==> config.mk <==
export PLATFORM = sky130hd
export DESIGN_NAME = tohost_responder
export DESIGN_NICKNAME = d
export VERILOG_FILES = /design/src/rtl/tohost_pkg.sv /design/src/rtl/sat_counter.sv /design/src/rtl/tohost_responder.sv
export SDC_FILE = /design/constraint.sdc
export NUM_CORES = 1
export LEC_CHECK = 0
export CAP_MARGIN = 5
export CORE_UTILIZATION = 45
export CTS_BUF_LIST = sky130_fd_sc_hd__clkbuf_4 sky130_fd_sc_hd__clkbuf_8
export CTS_CLUSTER_SIZE = 12
export DETAILED_ROUTE_END_ITERATION = 12
export DONT_BUFFER_PORTS = 1
export PLACE_DENSITY = 0.66
export SLEW_MARGIN = 20
export SYNTH_ARGS = -nofsm -noshare
export SYNTH_HDL_FRONTEND = slang
export SYNTH_HIERARCHICAL = 1
export SYNTH_SLANG_ARGS = --single-unit
==> constraint.sdc <==
create_clock -name clk_i -period 7.9 [get_ports clk_i]
set_clock_uncertainty 0.1 [all_clocks]
set_input_delay 1.58 -clock clk_i [delete_from_list [all_inputs] [get_ports clk_i]]
set_output_delay 1.58 -clock clk_i [all_outputs]
set_load 0.03 [all_outputs]
==> src/rtl/tohost_pkg.sv <==
// Shared types and the tohost decode rule for the riscv-tests completion responder.
`timescale 1ns/1ps
package tohost_pkg;

  typedef enum logic [2:0] {
    ST_IDLE,
    ST_RUN,
    ST_PASS,
    ST_FAIL,
    ST_TIMEOUT
  } state_e;

  typedef enum logic [1:0] {
    DEC_IGNORE,
    DEC_PASS,
    DEC_FAIL
  } decode_e;

  localparam logic [31:0] TOHOST_PASS_CODE = 32'h0000_0001;
  localparam logic [3:0]  FULL_STRB        = 4'hF;

  // Only a full-word write with bit 0 set ends a test; bit 0 clear is a syscall request we do not serve.
  function automatic decode_e decode_write(input logic [31:0] addr,
                                           input logic [31:0] data,
                                           input logic [3:0]  strb,
                                           input logic [31:0] tohost_addr);
    decode_e res;
    res = DEC_IGNORE;
    if ((addr == tohost_addr) && (strb == FULL_STRB) && data[0]) begin
      res = (data == TOHOST_PASS_CODE) ? DEC_PASS : DEC_FAIL;
    end
    return res;
  endfunction

endpackage

==> src/rtl/sat_counter.sv <==
// Unsigned up-counter that sticks at all ones; synchronous clear has priority over enable.
`timescale 1ns/1ps
module sat_counter #(
  parameter int unsigned CNT_W = 32
) (
  input  logic             clk_i,
  input  logic             rst_ni,
  input  logic             clr_i,
  input  logic             en_i,
  output logic [CNT_W-1:0] count_o
);

  logic [CNT_W-1:0] count_q, count_d;

  always_comb begin
    count_d = count_q;
    if (clr_i) begin
      count_d = '0;
    end else if (en_i && (count_q != '1)) begin
      count_d = count_q + 1'b1;
    end
  end

  always_ff @(posedge clk_i or negedge rst_ni) begin
    if (!rst_ni) begin
      count_q <= '0;
    end else begin
      count_q <= count_d;
    end
  end

  assign count_o = count_q;

endmodule

==> src/rtl/tohost_responder.sv <==
// Write-bus responder for the tohost convention: decodes the completion word into
// sticky pass/fail/timeout status with run-cycle and ignored-write counters.
`timescale 1ns/1ps
module tohost_responder
  import tohost_pkg::*;
#(
  parameter logic [31:0] TOHOST_ADDR    = 32'h0000_1000,
  parameter int unsigned TIMEOUT_CYCLES = 5000,
  parameter int unsigned CNT_W          = 32
) (
  input  logic             clk_i,
  input  logic             rst_ni,
  input  logic             clear_i,
  input  logic             wr_valid_i,
  output logic             wr_ready_o,
  input  logic [31:0]      wr_addr_i,
  input  logic [31:0]      wr_data_i,
  input  logic [3:0]       wr_strb_i,
  output logic             done_o,
  output logic             pass_o,
  output logic             timeout_o,
  output logic [30:0]      fail_code_o,
  output logic [CNT_W-1:0] cycle_count_o,
  output logic [CNT_W-1:0] ignored_count_o
);

  state_e      state_q, state_d;
  logic [30:0] fail_code_q, fail_code_d;
  logic        accept;
  decode_e     dec;
  logic        at_limit;
  logic        cnt_clr;
  logic        cyc_en;
  logic        ign_en;

  assign accept = wr_valid_i & wr_ready_o;
  assign dec    = decode_write(wr_addr_i, wr_data_i, wr_strb_i, TOHOST_ADDR);

  // Compared at 64 bits so a limit beyond the counter range is simply never reached.
  assign at_limit = (64'(cycle_count_o) == (64'(TIMEOUT_CYCLES) - 64'd1));

  always_ff @(posedge clk_i or negedge rst_ni) begin
    if (!rst_ni) begin
      state_q     <= ST_IDLE;
      fail_code_q <= '0;
    end else begin
      state_q     <= state_d;
      fail_code_q <= fail_code_d;
    end
  end

  always_comb begin
    state_d     = state_q;
    fail_code_d = fail_code_q;
    case (state_q)
      ST_IDLE: state_d = ST_RUN;
      ST_RUN: begin
        if (clear_i) begin
          state_d     = ST_IDLE;
          fail_code_d = '0;
        end else if (accept && (dec == DEC_PASS)) begin
          state_d = ST_PASS;
        end else if (accept && (dec == DEC_FAIL)) begin
          state_d     = ST_FAIL;
          fail_code_d = wr_data_i[31:1];
        end else if (at_limit) begin
          state_d = ST_TIMEOUT;
        end
      end
      ST_PASS, ST_FAIL, ST_TIMEOUT: begin
        if (clear_i) begin
          state_d     = ST_IDLE;
          fail_code_d = '0;
        end
      end
      default: state_d = ST_IDLE;
    endcase
  end

  always_comb begin
    wr_ready_o  = 1'b0;
    done_o      = 1'b0;
    pass_o      = 1'b0;
    timeout_o   = 1'b0;
    fail_code_o = '0;
    case (state_q)
      ST_RUN: wr_ready_o = 1'b1;
      ST_PASS: begin
        wr_ready_o = 1'b1;
        done_o     = 1'b1;
        pass_o     = 1'b1;
      end
      ST_FAIL: begin
        wr_ready_o  = 1'b1;
        done_o      = 1'b1;
        fail_code_o = fail_code_q;
      end
      ST_TIMEOUT: begin
        wr_ready_o = 1'b1;
        done_o     = 1'b1;
        timeout_o  = 1'b1;
      end
      default: ;
    endcase
  end

  // Counters are only non-zero outside IDLE, so gating clear on state keeps IDLE inert.
  assign cnt_clr = clear_i && (state_q != ST_IDLE);
  assign cyc_en  = (state_q == ST_RUN);
  assign ign_en  = (state_q == ST_RUN) && accept && (dec == DEC_IGNORE);

  sat_counter #(
    .CNT_W (CNT_W)
  ) u_cycle_cnt (
    .clk_i   (clk_i),
    .rst_ni  (rst_ni),
    .clr_i   (cnt_clr),
    .en_i    (cyc_en),
    .count_o (cycle_count_o)
  );

  sat_counter #(
    .CNT_W (CNT_W)
  ) u_ignored_cnt (
    .clk_i   (clk_i),
    .rst_ni  (rst_ni),
    .clr_i   (cnt_clr),
    .en_i    (ign_en),
    .count_o (ignored_count_o)
  );

endmodule

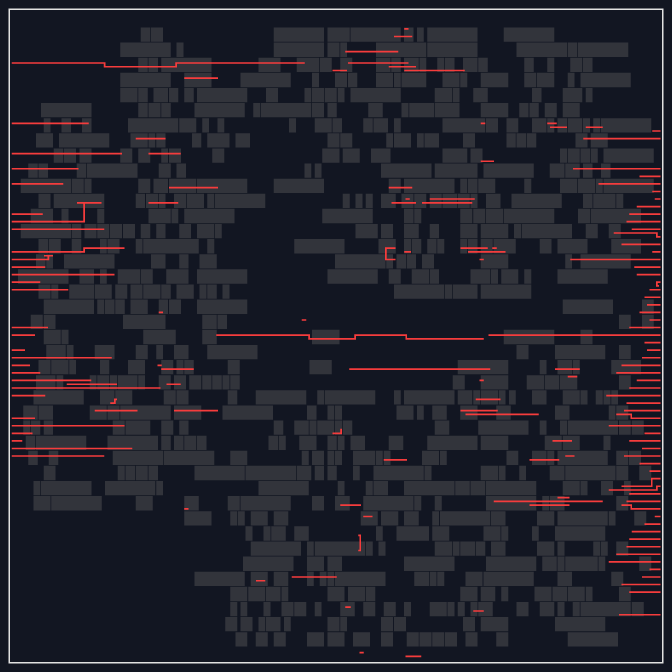
(images/met3.png)
share of all routed wire: 6.6%
wire length on this layer: 1040 um
routed via count: 5257
WL final: 15800 um
met3 usage: 5.59%

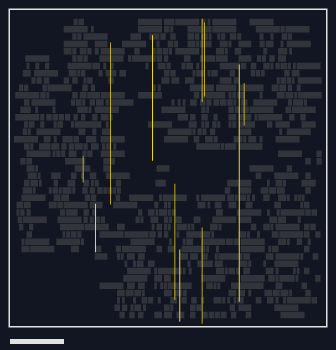
(images/met4.png)
Bar = 20 um.
longest straight run: 87.7 um
share of all routed wire: 2.5%
nets with wire on the layer: 9
main direction: vertical
wire length on this layer: 399 um

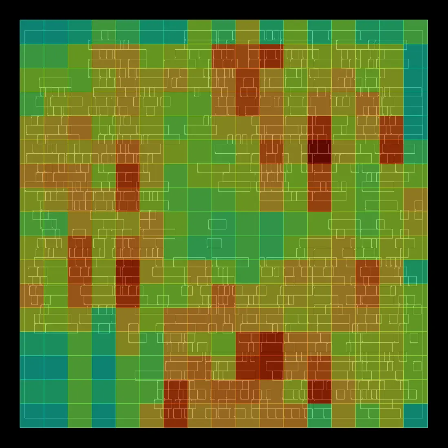
(images/final_congestion.png)
Total GRT Usage: 23.2%
GR Util met1: 31.3%
WL/cell: 19.1 um
global route hottest layer: met2

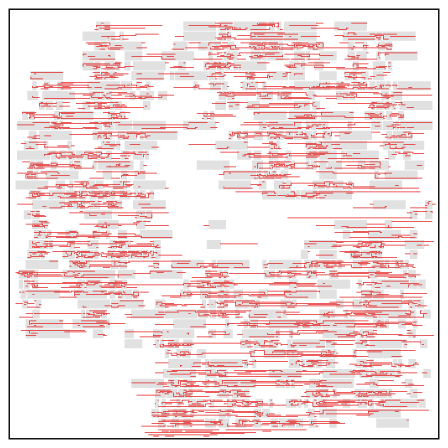
(images/met1.png)
main direction: horizontal
nets with wire on the layer: 669
wire length on this layer: 7080 um

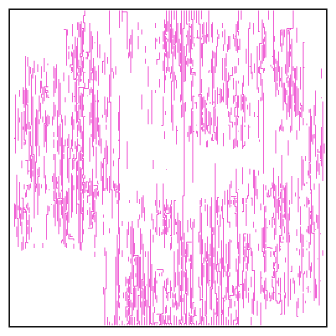
(images/met2.png)
wire length on this layer: 7290 um
nets with wire on the layer: 614
longest straight run: 45.2 um
M2 GR Usage: 35.4%

==> impl_metrics.env <==
# implementation run metrics
export IMPL_status="finished, final reports clean"
export IMPL_p_int_mw=0.851
export IMPL_end_kind="register"
export IMPL_flop_cell="dfrtp_1"
export IMPL_dp_hpwl_um=10900
export IMPL_finalCritPeriodShare_pct=53.4
export IMPL_critPathKind="primary input to register"
export IMPL_synth_cells=671
export IMPL_drc=0
export IMPL_whs_ns=0.427
export IMPL_slowest_delay_ns=1.10
export IMPL_worstSetupStartpointType="primary input"
export IMPL_syn_avg_cell_area_um2=8.92
export IMPL_rsz0062_at_grt="no"
export IMPL_tns_ns=0
export IMPL_cts_resized=0
export IMPL_xor_share_pct=3.37
export IMPL_clockPowerShare_pct=24.0
export IMPL_core_area_um2=12800
export IMPL_cts_sinks=98
export IMPL_path_max_fanout=36
export IMPL_worstMarginPinSlew_ns=1.07
export IMPL_rows=41
export IMPL_fp_nets=745
export IMPL_min_path_type="register to register"
export IMPL_lay_top_count="dfrtp_1"
export IMPL_dieWidth_um=117
export IMPL_wl_met1_um=7080
export IMPL_seq_power_mw=0.708
export IMPL_post_place_cells=813
export IMPL_grt_first_pass_wirelength_um=25800
export IMPL_logic_family="simple AND/OR/NAND/NOR gates"
export IMPL_finalHoldViolCount=0
export IMPL_ys_sh_mux_pct=1.90
export IMPL_p_sw_share_pct=35.6
export IMPL_slew_limit_headroom_pct=28.4
export IMPL_vias_per_cell=6.34
export IMPL_tool_warnings=26
export IMPL_rrSetupSlack_ns=4.77
export IMPL_dr_first_iter_drc_count=411
export IMPL_ys_cells=671
export IMPL_critical_path_arrival_ns=4.39
export IMPL_dieArea_um2=13800
export IMPL_ios=171
-- area by class of cell --
class                           count  area (um^2)  share of cell area (%)
Sequential cell                    98         2450                    39.1
Tap cell                          172          215                    3.43
Multi-Input combinational cell    491         3190                    50.9
Clock buffer                       12          165                    2.64
Inverter                           46          173                    2.76
Clock inverter                      4         25.0                   0.399
Timing Repair Buffer                6         45.0                   0.719
-- cells by family (layout without fill, tap and decap cells) --
kind of cell | count (synthesis) | count (layout)
AND-OR/OR-AND | 147 | 147
XOR/XNOR | 23 | 23
adder cells (fa/ha/maj) | 2 | 2
buffers and inverters | 82 | 68
flip-flops | 98 | 98
multiplexers | 10 | 10
AND/OR/NAND/NOR | 309 | 309
-- layer usage --
layer,track usage [%],vias to the layer above
met1,31.3,2595
met5,0,-
met2,35.4,203
met4,10.2,0
li1,-,2432
met3,5.59,27
-- worst paths after layout --
check | startpoint | endpoint | depth (start not counted)
max | wr_addr_i[3] | fail_code_q[13] | 5
min in group asynchronous | rst_ni | fail_code_q[26] | 0
max in group asynchronous | rst_ni | u_cycle_cnt/count_o[30] | 0
max reg2reg | state_q[0] | fail_code_q[13] | 5
min | fail_code_q[15] | fail_code_q[15] | 2
min reg2reg | fail_code_q[15] | fail_code_q[15] | 2
-- Yosys cell counts, drive strengths merged, types with 7 or more instances --
cell	n	share of area, %
and3	14	1.5
nand2	58	3.6
dfrtp	98	41
a21oi	31	2.6
nor2	56	3.5
or4	11	1.6
and2	36	3.8
inv	45	2.8
nand4	21	2.4
mux2	8	1.6
xnor2	16	2.3
o211ai	33	4.1
nor2b	8	0.84
nor3	11	0.92
buf	9	1.3
o311ai	33	5.2
clkbuf	27	1.7
xor2	7	1.0
or3	18	1.9
o21ai	20	1.7
nand3	25	2.2
nor4	29	3.5
